[config.mk]
export PLATFORM = sky130hd
export DESIGN_NAME = agc_gain_apply
export DESIGN_NICKNAME = d
export VERILOG_FILES = /design/src/rtl/agc_gain_apply.sv
export SDC_FILE = /design/constraint.sdc
export NUM_CORES = 1
export LEC_CHECK = 0
export ABC_AREA = 1
export CORE_MARGIN = 4
export CORE_UTILIZATION = 66
export DETAILED_ROUTE_END_ITERATION = 12
export PLACE_DENSITY_LB_ADDON = 0.3
export SYNTH_ARGS = -nofsm -noshare
export SYNTH_HDL_FRONTEND = slang
export SYNTH_SLANG_ARGS = --single-unit
[constraint.sdc]
create_clock -name clk -period 17.4 [get_ports clk]
set_input_delay 3.48 -clock clk [delete_from_list [all_inputs] [get_ports clk]]
set_output_delay 3.48 -clock clk [all_outputs]
set_load 0.05 [all_outputs]
[src/rtl/agc_gain_apply.sv]
// AGC gain application stage: scales the I/Q sample stream by a mantissa/exponent
// gain word, with round-half-up, saturation, sample-aligned gain switching and an overload count.
module agc_gain_apply #(
   parameter int IN_W       = 12,
   parameter int OUT_W      = 12,
   parameter int EXP_OFFSET = 10,
   parameter int SAT_CNT_W  = 16
) (
   input  logic                        clk,
   input  logic                        rst,
   input  logic                        in_valid,
   input  logic signed [IN_W-1:0]      sample_i,
   input  logic signed [IN_W-1:0]      sample_q,
   input  logic        [7:0]           mantissa,
   input  logic        [3:0]           exp,
   input  logic                        gain_load,
   output logic                        gain_ack,
   output logic                        out_valid,
   output logic signed [OUT_W-1:0]     out_i,
   output logic signed [OUT_W-1:0]     out_q,
   output logic                        sat_flag,
   output logic        [SAT_CNT_W-1:0] sat_count,
   input  logic                        sat_count_clr
);

   localparam int PW = IN_W + 10;
   // Room for the rounding constant (up to 2^22) on top of the product.
   localparam int EW = ((PW > 22) ? PW : 22) + 2;
   localparam logic [5:0]           R_BASE = 6'(8 + EXP_OFFSET);
   localparam logic signed [EW-1:0] Y_MAX  = EW'((2 ** (OUT_W - 1)) - 1);
   localparam logic signed [EW-1:0] Y_MIN  = ~Y_MAX;
   localparam logic signed [EW-1:0] ONE    = {{(EW-1){1'b0}}, 1'b1};

   // Result bit OUT_W flags a clip; lower bits are the rounded, saturated value.
   function automatic logic [OUT_W:0] round_sat(input logic signed [PW-1:0] p,
                                                input logic        [5:0]    r);
      logic signed [EW-1:0] ext;
      logic signed [EW-1:0] rnd;
      logic signed [EW-1:0] y;
      logic        [OUT_W:0] res;
      ext = {{(EW-PW){p[PW-1]}}, p};
      if (r != 6'd0) begin
         rnd = ONE <<< (r - 6'd1);
      end else begin
         rnd = {EW{1'b0}};
      end
      y = (ext + rnd) >>> r;
      if (y > Y_MAX) begin
         res = {1'b1, Y_MAX[OUT_W-1:0]};
      end else if (y < Y_MIN) begin
         res = {1'b1, Y_MIN[OUT_W-1:0]};
      end else begin
         res = {1'b0, y[OUT_W-1:0]};
      end
      return res;
   endfunction

   logic [7:0] act_man_q, act_man_d, pend_man_q, pend_man_d;
   logic [3:0] act_exp_q, act_exp_d, pend_exp_q, pend_exp_d;
   logic       pend_flag_q, pend_flag_d;
   logic       gain_ack_q;
   logic       transfer_s;
   logic [7:0] use_man_s;
   logic [3:0] use_exp_s;

   logic                   s1_v_q;
   logic signed [IN_W-1:0] s1_i_q, s1_q_q;
   logic        [7:0]      s1_man_q;
   logic        [3:0]      s1_exp_q;
   logic signed [9:0]      gain_s;
   logic signed [PW-1:0]   prod_i_s, prod_q_s;

   logic                   s2_v_q;
   logic signed [PW-1:0]   s2_p_i_q, s2_p_q_q;
   logic        [3:0]      s2_exp_q;
   logic        [5:0]      shift_s;
   logic        [OUT_W:0]  res_i_s, res_q_s;

   logic                   out_valid_q, sat_flag_q, sat_flag_d;
   logic        [OUT_W-1:0] out_i_q, out_i_d, out_q_q, out_q_d;
   logic   [SAT_CNT_W-1:0] sat_count_q, sat_count_d;

   // The pending gain moves to active on the first sample after it was loaded.
   assign transfer_s = in_valid & pend_flag_q;
   assign use_man_s  = transfer_s ? pend_man_q : act_man_q;
   assign use_exp_s  = transfer_s ? pend_exp_q : act_exp_q;

   // Next-state of the active/pending gain registers.
   always_comb begin
      act_man_d   = act_man_q;
      act_exp_d   = act_exp_q;
      pend_man_d  = pend_man_q;
      pend_exp_d  = pend_exp_q;
      pend_flag_d = pend_flag_q;
      if (transfer_s) begin
         act_man_d   = pend_man_q;
         act_exp_d   = pend_exp_q;
         pend_flag_d = 1'b0;
      end else begin
         act_man_d   = act_man_q;
         act_exp_d   = act_exp_q;
      end
      if (gain_load) begin
         pend_man_d  = mantissa;
         pend_exp_d  = exp;
         pend_flag_d = 1'b1;
      end else begin
         pend_man_d  = pend_man_q;
         pend_exp_d  = pend_exp_q;
      end
   end

   // {01, mantissa} is the unsigned 256+mantissa as a positive signed operand.
   assign gain_s   = $signed({2'b01, s1_man_q});
   assign prod_i_s = PW'(s1_i_q) * PW'(gain_s);
   assign prod_q_s = PW'(s1_q_q) * PW'(gain_s);

   assign shift_s  = R_BASE - {2'b00, s2_exp_q};
   assign res_i_s  = round_sat(s2_p_i_q, shift_s);
   assign res_q_s  = round_sat(s2_p_q_q, shift_s);

   // Output stage next-state: hold data between strobes, saturating counter with clear priority.
   always_comb begin
      out_i_d     = out_i_q;
      out_q_d     = out_q_q;
      sat_flag_d  = 1'b0;
      sat_count_d = sat_count_q;
      if (s2_v_q) begin
         out_i_d    = res_i_s[OUT_W-1:0];
         out_q_d    = res_q_s[OUT_W-1:0];
         sat_flag_d = res_i_s[OUT_W] | res_q_s[OUT_W];
      end else begin
         out_i_d    = out_i_q;
         out_q_d    = out_q_q;
      end
      if (sat_count_clr) begin
         sat_count_d = {SAT_CNT_W{1'b0}};
      end else if (out_valid_q && sat_flag_q && !(&sat_count_q)) begin
         sat_count_d = sat_count_q + {{(SAT_CNT_W-1){1'b0}}, 1'b1};
      end else begin
         sat_count_d = sat_count_q;
      end
   end

   // All state: gain registers, three pipeline stages, outputs and counter.
   always_ff @(posedge clk or negedge rst) begin
      if (!rst) begin
         act_man_q   <= 8'd0;
         act_exp_q   <= 4'(EXP_OFFSET);
         pend_man_q  <= 8'd0;
         pend_exp_q  <= 4'd0;
         pend_flag_q <= 1'b0;
         gain_ack_q  <= 1'b0;
         s1_v_q      <= 1'b0;
         s1_i_q      <= {IN_W{1'b0}};
         s1_q_q      <= {IN_W{1'b0}};
         s1_man_q    <= 8'd0;
         s1_exp_q    <= 4'd0;
         s2_v_q      <= 1'b0;
         s2_p_i_q    <= {PW{1'b0}};
         s2_p_q_q    <= {PW{1'b0}};
         s2_exp_q    <= 4'd0;
         out_valid_q <= 1'b0;
         out_i_q     <= {OUT_W{1'b0}};
         out_q_q     <= {OUT_W{1'b0}};
         sat_flag_q  <= 1'b0;
         sat_count_q <= {SAT_CNT_W{1'b0}};
      end else begin
         act_man_q   <= act_man_d;
         act_exp_q   <= act_exp_d;
         pend_man_q  <= pend_man_d;
         pend_exp_q  <= pend_exp_d;
         pend_flag_q <= pend_flag_d;
         gain_ack_q  <= transfer_s;
         s1_v_q      <= in_valid;
         s1_i_q      <= sample_i;
         s1_q_q      <= sample_q;
         s1_man_q    <= use_man_s;
         s1_exp_q    <= use_exp_s;
         s2_v_q      <= s1_v_q;
         s2_p_i_q    <= prod_i_s;
         s2_p_q_q    <= prod_q_s;
         s2_exp_q    <= s1_exp_q;
         out_valid_q <= s2_v_q;
         out_i_q     <= out_i_d;
         out_q_q     <= out_q_d;
         sat_flag_q  <= sat_flag_d;
         sat_count_q <= sat_count_d;
      end
   end

   assign gain_ack  = gain_ack_q;
   assign out_valid = out_valid_q;
   assign out_i     = out_i_q;
   assign out_q     = out_q_q;
   assign sat_flag  = sat_flag_q;
   assign sat_count = sat_count_q;

endmodule

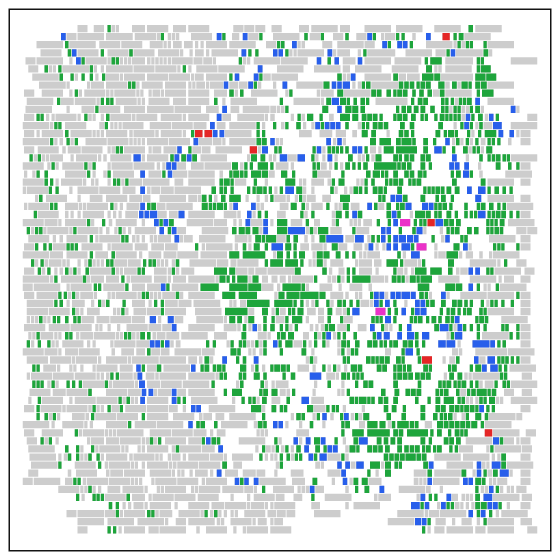
**Above:** run 1 (logic cells by family).
[AND-OR and OR-AND gates] red | cells: 7
[multiplexers] magenta | cells: 3
[NAND gates] green | cells: 1,148 | where: all over the die
[inverting AOI/OAI gates] blue | cells: 239

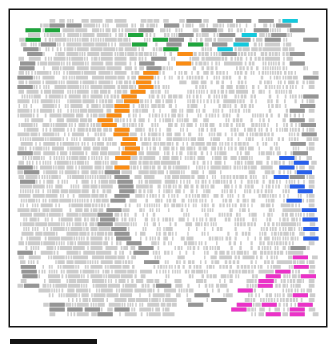
**Above:** run 1 (sequential cells coloured by netlist name).
The bar under the picture is 50 microns long. Other sequential cells in the stronger grey, the rest of the logic in the fainter grey.
[s2_p_i_q] orange | placed flops: 22
[s2_exp_q] cyan | placed flops: 4 | where: top right
[s1_man_q] green | placed flops: 8
[out_q] blue | placed flops: 12 | where: right middle
[sat_count] magenta | placed flops: 16 | where: bottom right
not coloured: 82
FF/Latch Area: 3610 sq um
Seq. pwr: 543 uW

==> reports/metrics.cfg, run 1 <==
[global_route]
use_met2_pct=50.6
grt_pass1_vias=17800
antenna_found_initial=0
grt_max_degree=84
use_met1_pct=41.6
grt_overflow_total=0
grt_pass1_wl_microns=84500

[logic_synthesis]
async_reset_ff_share_pct=100
aoi_share_pct=7.15
synth.area.mux_share_pct=0.151
synth-main-ff-cell=dfrtp_1
edf_count=0
synth.distinct_cells=64
syn_inst=2760
ys_chip_area_sq_um=19900
syn-cell-area_sq_um=19900
yosys.stat.seqShare_pct=18.1

[pwr]
pwr-share-seq_pct=13.8
power_leakage_nw=12.0
internal-power_mw=1.81
power_leader=combinational cells
power.switching_mw=2.13
power_mw=3.93
ir_drop_v=0.0000981
clkPwrFrac_pct=9.9
p_comb_mw=3.00

[worst_setup_path]
timing.rr.end=s2_p_q_q[20]
critical_path_class=flop to flop
crit_end=s2_p_q_q[20]
crit_fanout=25
cp-startpoint=s1_man_q[3]
required_ps=17770
cp-end-kind=flop
rr_worst_depth=30

[final_layout]
sh_seq_area_pct=16.8
stdcell_count=3174
fin_nets=3127
layout-drive-gt1-share_pct=8.58
buffers=92
largest_class=logic gates
bufAreaShareNonClock_pct=4.20
fin_util_pct=72.1
layout_top_cell=nand2_1
finalInstanceArea_sq_um=21400
comb_area_share_pct=64.2
final-comb-area_sq_um=13800

[timing]
period_used_pct=38.3
worst_hold_slack_ps=349
finClkSkew_ps=10.6
fmaxAchievable_ghz=0.150
maxSlewViolCount=0
worst_slew_pin_slew_ps=1090
slew_headroom_pct=27.7
final-setup-viol-count=0

[job]
maxCapViolCount=0
warning_count=31

[drt]
firstDrtPassIters=8
ant_nets=0
first_iter_violations=1464
drc=0
detail_route.vias_per_cell=5.57

[clock_network]
cts_setup_buffers=0
cts_resized=0
cts_root_buf=clkbuf_16
cts_tree=done
hold_buffers=0
cts_sinks=144

[worst_hold_path]
hold_path_end=s2_v_q
hp-class=flop to flop
min_from=s1_v_q

[floorplan]
ios=84
tapCellCount=390
core_area_sq_um=29700

[status]
outcome=finished, final reports clean

[placed_design]
placedCellCount=3142
post-dp-hpwl_microns=40100
place_congestion=1.03
place_ws_ps=11010
portBuffers=83

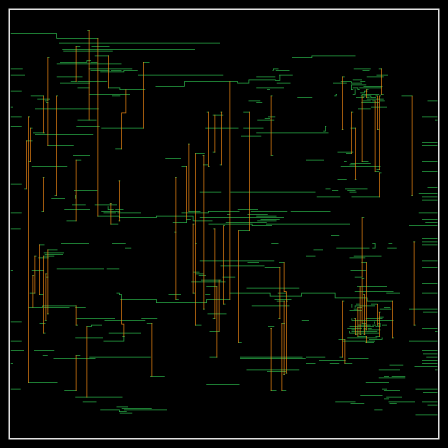
**Above:** run 1 (metal layers overlaid).
Only two layers are drawn.
[metal 4] orange | wire length: 2,020 microns
[metal 3] green | wire length: 2,920 microns
DR vias: 17,700
Post-Route WL: 49,900 microns
Tot GR Track Use: 31.0%

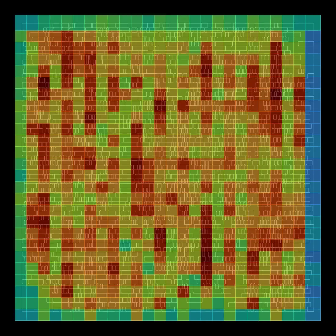
**Above:** run 1 (routing congestion).
GRT busiest layer: met2
routed len/inst: 15.7 microns

-- run 1: routing by layer --
layer  up-vias  share of wire [%]  wire length [microns]
met2       690                 47                  23300
met3       159                5.9                   2920
met4         0                4.0                   2020
met5         -                  0                      0
met1      8268                 44                  21700
li1       8552                  -                      -
-- run 1: Yosys cell counts (4+ instances only) --
cell type | number | share of area (%)
a21oi_1 | 83 | 2.1
nor3_1 | 12 | 0.30
xnor2_1 | 22 | 0.97
nand2_2 | 57 | 1.8
xor2_1 | 50 | 2.2
nand4_4 | 5 | 0.53
nor2_2 | 20 | 0.63
o211ai_1 | 12 | 0.45
dfrtp_1 | 142 | 18
clkbuf_2 | 6 | 0.15
nor4_1 | 5 | 0.16
nor2_1 | 119 | 2.2
inv_1 | 516 | 9.7
a31oi_1 | 14 | 0.44
o21ai_0 | 90 | 2.3
nand4_1 | 24 | 0.75
inv_2 | 30 | 0.57
ha_1 | 127 | 8.0
buf_1 | 15 | 0.28
a21o_1 | 4 | 0.15
nand4_2 | 6 | 0.38
nand2_4 | 14 | 0.79
o21ai_1 | 9 | 0.23
nand3_2 | 26 | 1.3
buf_2 | 6 | 0.15
nand3_1 | 271 | 6.8
nor2_4 | 13 | 0.74
a221oi_1 | 4 | 0.18
o31ai_1 | 4 | 0.15
nand2_1 | 733 | 14
clkbuf_1 | 70 | 1.3
buf_6 | 4 | 0.23
nand3_4 | 7 | 0.62
fa_1 | 188 | 19
o21bai_1 | 5 | 0.19
-- run 1: flip-flops by register name, indices dropped and copies added, names as in the netlist, 8 cells and up --
signal      cells
out_q          12
sat_count      16
s1_q_q         12
s1_i_q         12
pend_man_q      8
out_i          12
s2_p_q_q       22
s2_p_i_q       22
s1_man_q        8
--- run 2 (diff from run 1) ---
CORE_UTILIZATION = 64   (was 66)
clock period = 6.3 ns   (was 17.4 ns; I/O delays follow)
==> reports/metrics.cfg, run 2 <==
[worst_setup_path]
crit_fanout=19  ; -24%
critical_path_class=flop to flop
crit_path_cell_trace=buf_4 -> nand2_1 -> fa_1 -> fa_1 -> inv_1 -> fa_1 -> fa_1 -> fa_1 -> ha_1 -> inv_1 -> o21bai_1 -> a21oi_1 -> inv_1 -> a21oi_1 -> o21ai_0 -> nand3_1 -> nand2_1 -> a21o_1 -> a21oi_1 -> nor2_1 -> o21ai_0 -> nand2_1 -> xor2_1
worst-path-buf-inv=4
rr_worst_depth=23  ; -23%
start_kind=flop
critical_path_arrival_ps=6180
cp-end-kind=flop
cp_slowest_cell=dfrtp_1
reg2reg_from=s1_man_q[4]
path_common_cell=fa_1
cp_top_family=adder cells
required_ps=6640  ; -11,130 ps
slowest_delay_ps=790
timing.rr.end=s2_p_i_q[20]

[final_layout]
stdcell_count=3197  ; +0.72%
layout_top_cell=nand2_1
layout-drive-gt1-share_pct=9.18  ; +0.59 points
n_antenna_cell=0
final_cell_mix=nand2_1 (733), inv_1 (516), nand3_1 (271)
fin_nets=3144  ; +0.54%
finalInstanceArea_sq_um=21500  ; +0.51%
syn2layout_area_growth_pct=8.23

[logic_synthesis]
async_reset_ff_share_pct=100  ; unchanged
syn-cell-area_sq_um=19900  ; unchanged
yosys-top-cells-count=nand2_1 (733), inv_1 (516), nand3_1 (271)
top_cells_by_area=fa_1 (19%), dfrtp_1 (18%), nand2_1 (14%), inv_1 (9.7%), ha_1 (8.0%)
ys_cells=2760
edf_count=0  ; unchanged
syn_inst=2760  ; unchanged
ys_warn_count=0
top_area_share_pct=18.9  ; unchanged
yosys.stat.seqShare_pct=18.1  ; unchanged
synth-main-ff-cell=dfrtp_1
synth-seq-cells=144
synth.distinct_cells=64  ; unchanged
ys_chip_area_sq_um=19900  ; unchanged
top_cell=nand2_1
avgSynthCellArea_sq_um=7.21
synth_area_leader_cell=fa_1

[floorplan]
die_y_microns=184
fp_util_pct=64.9
rows=64
die-area_sq_um=34000
core_area_sq_um=30700  ; +3.2%
ios=84  ; unchanged
die_w_microns=184

[job]
warning_count=31  ; unchanged
maxCapViolCount=0  ; unchanged

[timing]
period_used_pct=92.8  ; +55 points
finalHoldViolCount=0
finClkSkew_ps=10.5  ; -0.0742 ps
rsz0062_at_grt=false
setup-tns-final_ps=0
worst_hold_slack_ps=345  ; -3.87 ps
slew_headroom_pct=41.8  ; +14 points
worst_slew_pin_slew_ps=866  ; -219 ps
final-setup-viol-count=0  ; unchanged
fmaxAchievable_ghz=0.171  ; +14%
maxSlewViolCount=0  ; unchanged

[pwr]
power.switching_mw=5.79  ; +170%
pwr-share-seq_pct=13.6  ; -0.2 points
clk-power_mw=1.03
internal-power_mw=5.00  ; +180%
seq_power_mw=1.47  ; +170%
clkPwrFrac_pct=9.5  ; -0.4 points
power_mw=10.8  ; +170%
switching_share_pct=53.7
p_comb_mw=8.29  ; +180%
ir_drop_v=0.000263  ; +170%
power_leakage_nw=12.1  ; +0.66%
powerDensity_nw_per_um2=501
power_leader=combinational cells
pwr-share-comb_pct=76.8

[global_route]
grt-busiest-layer=met2
grt_max_degree=92  ; +9.5%
use_met1_pct=40.5  ; -1.2 points
grtUsageMet3_pct=4.32
grt_overflow_total=0  ; unchanged
grt_pass1_vias=17500  ; -1.8%
antenna_found_initial=0  ; unchanged
grt.total_usage_pct=30.7  ; -0.31 points
use_met2_pct=51.9  ; +1.3 points
grt_pass1_wl_microns=84700  ; +0.24%

[drt]
wirelength_microns=50300  ; +0.71%
detail_route.vias_per_cell=5.48  ; -1.5%
first_iter_violations=1209  ; -17%
num_vias=17500  ; -0.82%
firstDrtPassIters=6  ; -2
ant_nets=0  ; unchanged
drc=0  ; unchanged
wl_per_cell_microns=15.7  ; about the same

[clock_network]
insertion_delay_ps=450
cts_sinks=144  ; unchanged
cts_root_buf=clkbuf_16
hold_buffers=0  ; unchanged
cts_tree=done
clock_path_buffers=2
clkTransAtPathRegs_ps=60
htreeDepth=4
numCtsBuffers=17

[placed_design]
place_congestion=0.964  ; -6.6%
placed_area_sq_um=20900
post-dp-hpwl_microns=41000  ; +2.3%
placedCellCount=3161  ; +0.60%
portBuffers=83  ; unchanged

[worst_hold_path]
hp-class=flop to flop
hold_depth=0
hold_path_end=s2_v_q
min_from=s1_v_q

[status]
outcome=finished, final reports clean

run 2: worst max-delay path by stage:
stage	start	endpoint	slack, ps	cells past startpoint
2_1_floorplan	s1_man_q[3]	s2_p_q_q[20]	730	32
3_5_place_dp	s1_man_q[3]	s2_p_q_q[20]	400	30
5_1_grt	s1_q_q[1]	s2_p_q_q[20]	40	30
3_3_place_gp	s1_man_q[3]	s2_p_q_q[20]	540	30
4_1_cts	s1_man_q[3]	s2_p_q_q[20]	310	30
6_report	s1_man_q[4]	s2_p_i_q[20]	450	23
run 2: timing repair:
item,in CTS,in global routing
setup buffers,0,4
hold endpoints to repair,0,0
resized,0,4
endpoints found under the setup margin,0,3
run 2: cell families (layout without fill, tap and decap cells):
| kind of cell | after synthesis | in the layout | synth area share, % |
|---|---|---|---|
| simple gates | 1325 | 1325 | 31.7 |
| buf+inv | 654 | 690 | 12.9 |
| fa+ha+maj | 315 | 315 | 26.9 |
| compound gates | 246 | 246 | 7.15 |
| flops | 144 | 144 | 18.1 |
| xor+xnor | 72 | 72 | 3.17 |
| mux | 3 | 3 | 0.151 |
| other cells | 1 | 6 | 0.0188 |
run 2: through the flow:
stage / utilization, % / setup slack, ps
final: 70.3 / 454
after floorplan: - / 732
after detailed placement: 68.2 / 399
after CTS: 70.1 / 312
after global routing: 70.3 / 42.8
after global placement: 68.2 / 542
run 2: layout make-up:
type                       instances  area [sq um]
clock buffer                      20           437
clock inverter                    12           146
fill                            2551          9120
inverter                         549          2070
multi-input combinational       1967         13800
sequential                       144          3610
tap                              396           495
timing repair buffer             109          1030
run 2: routing by layer:
| layer | part of all wire, % | vias to the layer above |
|---|---|---|
| li1 | - | 8564 |
| met1 | 43 | 8245 |
| met2 | 47 | 607 |
| met3 | 6.0 | 108 |
| met4 | 3.4 | 0 |
| met5 | 0 | - |
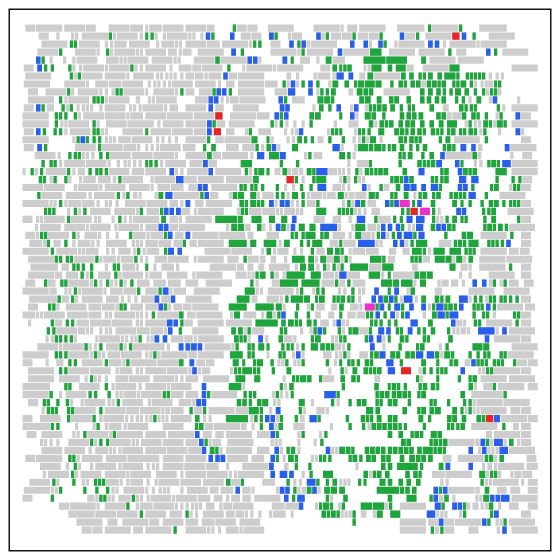
**Above:** run 2 (logic cells by family).
[inverting AOI/OAI gates] blue | cells: 239
[multiplexers] magenta | cells: 3
[AND-OR and OR-AND gates] red | cells: 7
[NAND gates] green | cells: 1,148 | where: all over the die

--- run 3 (diff from run 2) ---
CTS_CLUSTER_DIAMETER = 100   (was unset)
==> reports/metrics.cfg, run 3 <==
[timing]
fmaxAchievable_ghz=0.171  ; unchanged
final-setup-viol-count=0  ; unchanged
rsz0062_at_grt=false
slew_headroom_pct=41.8  ; unchanged
period_used_pct=92.8  ; unchanged
maxSlewViolCount=0  ; unchanged
finClkSkew_ps=10.5  ; unchanged
setup-tns-final_ps=0  ; unchanged
finalHoldViolCount=0  ; unchanged
worst_slew_pin_slew_ps=866  ; unchanged

[worst_setup_path]
path_common_cell=fa_1
crit_fanout=19  ; unchanged
rr_worst_depth=23  ; unchanged
critical_path_arrival_ps=6180  ; about the same
cp_slowest_cell=dfrtp_1
required_ps=6640  ; about the same
cp-end-kind=flop
slowest_delay_ps=790  ; about the same
crit_path_cell_trace=buf_4 -> nand2_1 -> fa_1 -> fa_1 -> inv_1 -> fa_1 -> fa_1 -> fa_1 -> ha_1 -> inv_1 -> o21bai_1 -> a21oi_1 -> inv_1 -> a21oi_1 -> o21ai_0 -> nand3_1 -> nand2_1 -> a21o_1 -> a21oi_1 -> nor2_1 -> o21ai_0 -> nand2_1 -> xor2_1

[final_layout]
fin_util_pct=70.3  ; unchanged
layout_top_cell=nand2_1
finalInstanceArea_sq_um=21500  ; unchanged
final_cell_mix=nand2_1 (733), inv_1 (516), nand3_1 (271)
layout-drive-gt1-share_pct=9.18  ; unchanged
fin_nets=3144  ; unchanged
n_antenna_cell=0  ; unchanged
syn2layout_area_growth_pct=8.23  ; unchanged

[global_route]
grt_max_degree=92  ; unchanged
grt_pass1_vias=17500  ; unchanged
grt-busiest-layer=met2
grt_overflow_total=0  ; unchanged
use_met2_pct=51.9  ; unchanged
use_met1_pct=40.5  ; unchanged
grtUsageMet3_pct=4.32  ; unchanged
antenna_found_initial=0  ; unchanged
grt_pass1_wl_microns=84700  ; unchanged

[logic_synthesis]
edf_count=0  ; unchanged
async_reset_ff_share_pct=100  ; unchanged
ys_chip_area_sq_um=19900  ; unchanged
synth_area_leader_cell=fa_1
ys_warn_count=0  ; unchanged
syn-cell-area_sq_um=19900  ; unchanged
synth-seq-cells=144  ; unchanged
yosys.stat.seqShare_pct=18.1  ; unchanged
ys_cells=2760  ; unchanged
avgSynthCellArea_sq_um=7.21  ; unchanged
yosys-top-cells-count=nand2_1 (733), inv_1 (516), nand3_1 (271)
synth.distinct_cells=64  ; unchanged
top_cells_by_area=fa_1 (19%), dfrtp_1 (18%), nand2_1 (14%), inv_1 (9.7%), ha_1 (8.0%)
syn_inst=2760  ; unchanged
top_area_share_pct=18.9  ; unchanged
top_cell=nand2_1
synth-main-ff-cell=dfrtp_1

[pwr]
ir_drop_v=0.000263  ; unchanged
power_leakage_nw=12.1  ; unchanged

[job]
maxCapViolCount=0  ; unchanged
warning_count=31  ; unchanged

[drt]
m1WireLength_microns=21700  ; unchanged
firstDrtPassIters=6  ; unchanged
detail_route.vias_per_cell=5.48  ; unchanged
drc=0  ; unchanged
first_iter_violations=1209  ; unchanged
dr_wl_met3_microns=3030  ; unchanged
dr.max_layer_used=met4
ant_nets=0  ; unchanged

[floorplan]
ios=84  ; unchanged
die-area_sq_um=34000  ; unchanged
core_area_sq_um=30700  ; unchanged
die_y_microns=184  ; unchanged
die_w_microns=184  ; unchanged
rows=64  ; unchanged

[worst_hold_path]
hold_depth=0  ; unchanged
hp-class=flop to flop

[status]
outcome=finished, final reports clean

[clock_network]
cts_sinks=144  ; unchanged
cts_root_buf=clkbuf_16
htreeDepth=4  ; unchanged
numCtsBuffers=17  ; unchanged
hold_buffers=0  ; unchanged
cts_tree=done
clkTransAtPathRegs_ps=60  ; about the same
clock_path_buffers=2  ; unchanged
insertion_delay_ps=450  ; about the same

[placed_design]
portBuffers=83  ; unchanged
post-dp-hpwl_microns=41000  ; unchanged

==> run 3: cell counts after synthesis <==
Identical to the previous run, type by type.
==> run 3: cell families after synthesis <==
kind of cell,synth area share [%]
simple gates,31.7
buf+inv,12.9
fa+ha+maj,26.9
compound gates,7.15
flops,18.1
xor+xnor,3.17
mux,0.151
other cells,0.0188
==> run 3: worst paths after layout <==
check                       startpoint            to  slack [ps]
min                             s1_v_q        s2_v_q         350
min in group asynchronous          rst  sat_count[6]         840
min reg2reg                     s1_v_q        s2_v_q         350
max in group asynchronous          rst   s2_exp_q[1]        4300
max reg2reg                s1_man_q[4]  s2_p_i_q[20]         450
max                        s1_man_q[4]  s2_p_i_q[20]         450
==> run 3: repair_timing <==
action | CTS | global route
setup buffers | 0 | 4
endpoints found under the setup margin | 0 | 3
gates resized | 0 | 4
==> run 3: final cells by class <==
cell class,count,area [sq um]
tap,396,495
timing repair buffer,109,1030
clock inverter,12,146
sequential,144,3610
inverter,549,2070
multi-input combinational,1967,13800
fill,2551,9120
clock buffer,20,437
==> run 3: power by group <==
part	switching (mW)	total [mW]	internal (mW)
Combinational	5.18	8.29	3.11
Clock	0.408	1.03	0.619
Sequential	0.204	1.47	1.27
Total	5.79	10.8	5.00
==> run 3: metrics by stage <==
stage	total power [mW]	hold slack, ps	instances	setup WS, ps
after global placement	9.31	333	3161	542
final	10.8	345	3197	454
after CTS	10.8	349	3193	312
after floorplan	7.94	331	2765	732
after global routing	12.0	352	3197	42.8
after detailed placement	9.63	336	3161	399
==> run 3: worst max-delay path: cells and delay by family, from the launching register on <==
| kind | cells | cell delay [ps] |
|---|---|---|
| flops | 1 | 790 |
| buf+inv | 4 | 450 |
| xor+xnor | 1 | 140 |
| fa+ha+maj | 6 | 2800 |
| compound gates | 7 | 1130 |
| simple gates | 5 | 410 |
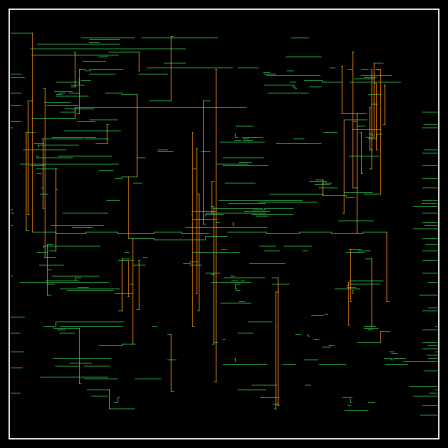
**Above:** run 3 (metal layers overlaid).
Only two layers are drawn.
[metal 3] green | wire length: 3,030 microns
[metal 4] orange | wire length: 1,700 microns
Post-Route WL: 50,300 microns
Tot GR Track Use: 30.7%
DR vias: 17,500
routed len/inst: 15.7 microns

Power figures rest on the tool's default switching activity, not on a simulated workload.
